## src/rtl/unit_a_chunked.sv

```systemverilog
// Multi-cycle chunked add/sub unit: ADD/SUB/NEG/INC with carry chaining,
// CHUNK bits per cycle through one shared adder slice, N/Z/C/V flags.
//
// Ports:
//   clk, rst_n           clock, async active-low reset
//   in_valid, in_ready   operand handshake (a, b, f)
//   f[1:0] op, f[2] carry-chain select, f[3] ignored
//   out_valid, out_ready result handshake (s, c_out, flag_*)
module unit_a_chunked #(
   parameter int WIDTH = 32,
   parameter int CHUNK = 8
) (
   input  logic             clk,
   input  logic             rst_n,
   input  logic             in_valid,
   output logic             in_ready,
   input  logic [WIDTH-1:0] a,
   input  logic [WIDTH-1:0] b,
   input  logic [3:0]       f,
   output logic             out_valid,
   input  logic             out_ready,
   output logic [WIDTH-1:0] s,
   output logic             c_out,
   output logic             flag_n,
   output logic             flag_z,
   output logic             flag_c,
   output logic             flag_v
);

   localparam int NCH = WIDTH / CHUNK;
   localparam int KW  = (NCH > 1) ? $clog2(NCH) : 1;

   generate
      if (WIDTH % CHUNK != 0) begin : g_bad_width
         $error("unit_a_chunked: WIDTH must be a multiple of CHUNK");
      end
   endgenerate

   typedef enum logic [1:0] {
      IDLE,
      RUN,
      DONE
   } state_t;

   state_t           state;
   logic [WIDTH-1:0] a_r;
   logic [WIDTH-1:0] b_r;
   logic [WIDTH-1:0] acc;
   logic             carry;
   logic             zacc;
   logic [KW-1:0]    k;

   logic [CHUNK-1:0] a_ch;
   logic [CHUNK-1:0] b_ch;
   logic [CHUNK-1:0] sum;
   logic             c_nx;
   logic             msb_cin;
   logic             last;
   logic [WIDTH-1:0] res;
   logic             cin;
   logic             unused_f;

   assign unused_f = f[3];

   // ADC/SBC only when the op actually uses operand A
   assign cin = (f[2] && !f[1]) ? flag_c : (f[1] | f[0]);

   assign a_ch = a_r[int'(k)*CHUNK +: CHUNK];
   assign b_ch = b_r[int'(k)*CHUNK +: CHUNK];
   assign {c_nx, sum} = {1'b0, a_ch} + {1'b0, b_ch}
                      + {{CHUNK{1'b0}}, carry};

   // carry into the slice MSB recovered from its sum bit
   assign msb_cin = sum[CHUNK-1] ^ a_ch[CHUNK-1] ^ b_ch[CHUNK-1];
   assign last    = (k == KW'(NCH - 1));

   always_comb begin
      res = acc;
      res[int'(k)*CHUNK +: CHUNK] = sum;
   end

   assign c_out = flag_c;

   always_ff @(posedge clk or negedge rst_n) begin
      if (!rst_n) begin
         state     <= IDLE;
         in_ready  <= 1'b1;
         out_valid <= 1'b0;
         a_r       <= '0;
         b_r       <= '0;
         acc       <= '0;
         carry     <= 1'b0;
         zacc      <= 1'b0;
         k         <= '0;
         s         <= '0;
         flag_n    <= 1'b0;
         flag_z    <= 1'b0;
         flag_c    <= 1'b0;
         flag_v    <= 1'b0;
      end else begin
         unique case (state)
            IDLE: begin
               if (in_valid) begin
                  a_r      <= a & ~{WIDTH{f[1]}};
                  b_r      <= b ^ {WIDTH{f[1] ^ f[0]}};
                  carry    <= cin;
                  k        <= '0;
                  zacc     <= 1'b1;
                  in_ready <= 1'b0;
                  state    <= RUN;
               end
            end
            RUN: begin
               carry <= c_nx;
               zacc  <= zacc & (sum == '0);
               acc   <= res;
               k     <= k + KW'(1);
               if (last) begin
                  // result and flags only become visible here
                  s         <= res;
                  flag_n    <= res[WIDTH-1];
                  flag_z    <= zacc & (sum == '0);
                  flag_c    <= c_nx;
                  flag_v    <= msb_cin ^ c_nx;
                  out_valid <= 1'b1;
                  state     <= DONE;
               end
            end
            DONE: begin
               if (out_ready) begin
                  out_valid <= 1'b0;
                  in_ready  <= 1'b1;
                  state     <= IDLE;
               end
            end
            default: begin
               state     <= IDLE;
               in_ready  <= 1'b1;
               out_valid <= 1'b0;
            end
         endcase
      end
   end

endmodule

```

## config.mk

```make
export PLATFORM = sky130hd
export DESIGN_NAME = unit_a_chunked
export DESIGN_NICKNAME = d
export VERILOG_FILES = /design/src/rtl/unit_a_chunked.sv
export SDC_FILE = /design/constraint.sdc
export NUM_CORES = 1
export LEC_CHECK = 0
export CAP_MARGIN = 20
export CORE_MARGIN = 3
export CORE_UTILIZATION = 45
export DETAILED_ROUTE_END_ITERATION = 16
export GPL_ROUTABILITY_DRIVEN = 0
export HOLD_SLACK_MARGIN = 0.12
export PLACE_DENSITY = 0.72
export SLEW_MARGIN = 20
export SYNTH_ARGS = -nofsm -noshare
export SYNTH_HDL_FRONTEND = slang
export SYNTH_SLANG_ARGS = --single-unit
```

## constraint.sdc

```tcl
create_clock -name clk -period 3.6 [get_ports clk]
set_clock_uncertainty 0.1 [all_clocks]
set_input_delay 0.9 -clock clk [delete_from_list [all_inputs] [get_ports clk]]
set_output_delay 0.9 -clock clk [all_outputs]
set_load 0.01 [all_outputs]
```

Figure 1. Routing congestion map.
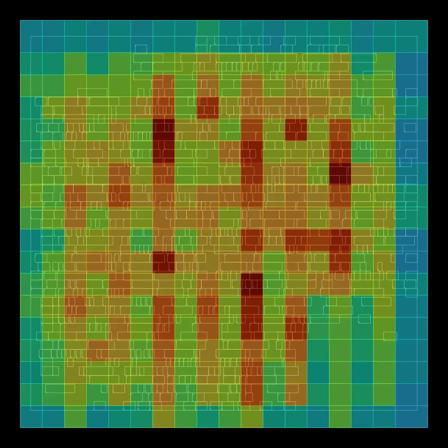
total global-route track usage: 19.6%
met1 usage: 26.4%
met3 track demand over resource: 4.18%
met2 Usage GRT: 31.7%
post-detailed-route wirelength per cell: 16.1 microns

==> ci_impl_report.md <==
## Synthesis and layout report

| Metric | Value |
|---|---|
| Area share of the leading cell type in the synthesized netlist | 52.1% |
| Final routed DRC violation total | 0 |
| Critical Path Source Type | flip-flop |
| Average cell area after synthesis | 10.5 sq um |
| Latency at later pin | 420 ps |
| Clock buf/inv share | 6.78% |
| Result of the run | finished clean |
| CTS H-Tree Depth | 4 |
| Largest fanout on the critical path | 12 |
| Vias per cell | 5.44 |
| Group drawing the most power | combinational logic |
| Power dissipated in sequential cells | 2460 uW |
| Combinational cell fraction of total power | 53.3% |
| Net switching power of the design | 3650 uW |
| Standard cell with the maximum stage delay on the critical path | sky130_fd_sc_hd__or4_4 |
| Count of mapped cells out of synthesis | 629 |
| Net Sw Frac | 41.2% |
| Crit path DAT | 3560 ps |
| Count of maximum capacitance violations | 0 |
| Share of power burned in the clock network | 18.9% |
| Worst relative slew slack | 50.0% |
| Placement Setup Slack | 251 ps |
| Top-count cell post-synth | sky130_fd_sc_hd__dfrtp_1 |
| Sequential Power Share | 27.8% |
| DIE HEIGHT | 127 microns |
| Pin count of the biggest net entering global routing | 99 |
| Setup repair after global routing missed its margin | no |
| Number of nets produced by synthesis | 717 |
| TritonCTS clock tree | built |
| Final Hold Vio Count | 0 |
| Number of tap instances | 180 |
| Yosys warnings | 0 |
| Residual antenna-violating net count after detailed routing | 0 |
| Post-synth ARST share | 100% |
| Critical path endpoint | flag_z |
| Cells resized by post-CTS repair | 0 |
| Count of inverters not on the clock network in the layout | 13 |
| Worst Max-Slew Pin Slew | 749 ps |
| Cells on worst reg2reg path | 9 |
| Post-synthesis to final-layout area growth | 28.4% |
| Floorplan die area | 16200 sq um |
| Most used cells in the layout excluding fill and tap cells | 138 x sky130_fd_sc_hd__dfrtp_1, 109 x sky130_fd_sc_hd__nand2_1, 108 x sky130_fd_sc_hd__clkdlybuf4s50_1 |
| Distinct cells, synth | 48 |
| Launch point of the worst reg-to-reg path | k[0] |
| Register bit count reported by yosys | 139 |
| Dominant kind of cell | registers |
| Share of cell area taken by flip-flops and latches | 40.9% |
| End of the worst register-to-register path | flag_z |
| Period Utilization, post-route | 92.7% |
| Setup Total Neg Slack | 0 ps |
| Critical-path cell list | buf_4 > mux4_2 > ha_1 > nor2b_4 > o21ai_2 > and2b_4 > xnor2_4 > or4_4 > o41ai_2 |
| Leakage power figure | 0.00371 uW |
| Total number of nets in the final design | 821 |
| Total cells reported by yosys after synthesis | 629 |
| Fraction of area in non-clock buffers | 14.6% |
| Setup Buffers After CTS | 0 |
| Clock-pin slew on the worst setup and hold paths | 60 ps |
| Worst Hold Class | input pin to asynchronous set/reset pin |
| Total grt overflow | 0 |
| Register share after synthesis | 52.5% |
| Critical path class | flip-flop to flip-flop |
| Sequential standard cell area | 3480 sq um |
| Total I/O pin count | 111 |
| Clock tree root driver cell | sky130_fd_sc_hd__clkbuf_16 |
| Comb/total area | 34.5% |
| Slew Limit Fails | 0 |
| Max stage delay on crit path | 580 ps |
| Top post-synthesis cells by area | sky130_fd_sc_hd__dfrtp_1 52%, sky130_fd_sc_hd__nand2_1 6.2%, sky130_fd_sc_hd__mux4_2 5.4% |
| Reported combinational group power | 4720 uW |
Figure 2. Routed metal, one color a layer.
Two of the layers only.
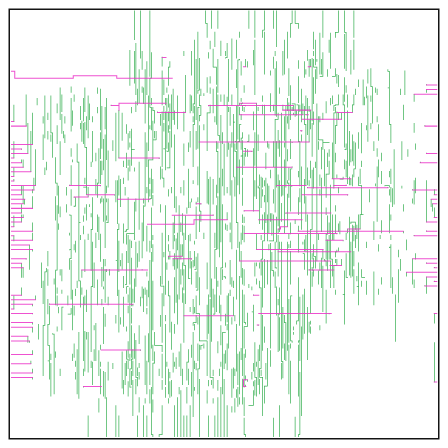
green -> met2  # wire length 7250 microns
magenta -> met3  # wire length 894 microns
DR vias: 5034
post-detailed-routing wire length: 14.9 mm

[routing by layer]
layer  wire length [microns]  up-vias  GRT usage, %
met5                       0        -             0
met1                    6510     2441          26.4
met4                     280        0          6.94
met2                    7250      158          31.7
li1                        -     2408             -
met3                     893       27          4.18
[cells by family after synthesis]
family	after synthesis	synth area share, %
AOI/OAI and AO/OA	155	15.2
xor gates and xnor gates	39	5.64
adders and majority gates	16	3.25
buffers and inverters	54	3.32
DFF	139	52.5
muxes	16	5.44
and+or+nand+nor	210	14.7
[through the flow]
step / utilization (%) / hold WS (ps) / instances
final: 60.2 / 361 / 926
after global routing: 60.2 / 389 / 926
after CTS: 60.2 / 365 / 926
after detailed placement: 56.1 / 351 / 894
after global placement: 56.1 / 346 / 894
after floorplan: - / 333 / 629
Power is estimated from default activity; no workload was simulated.
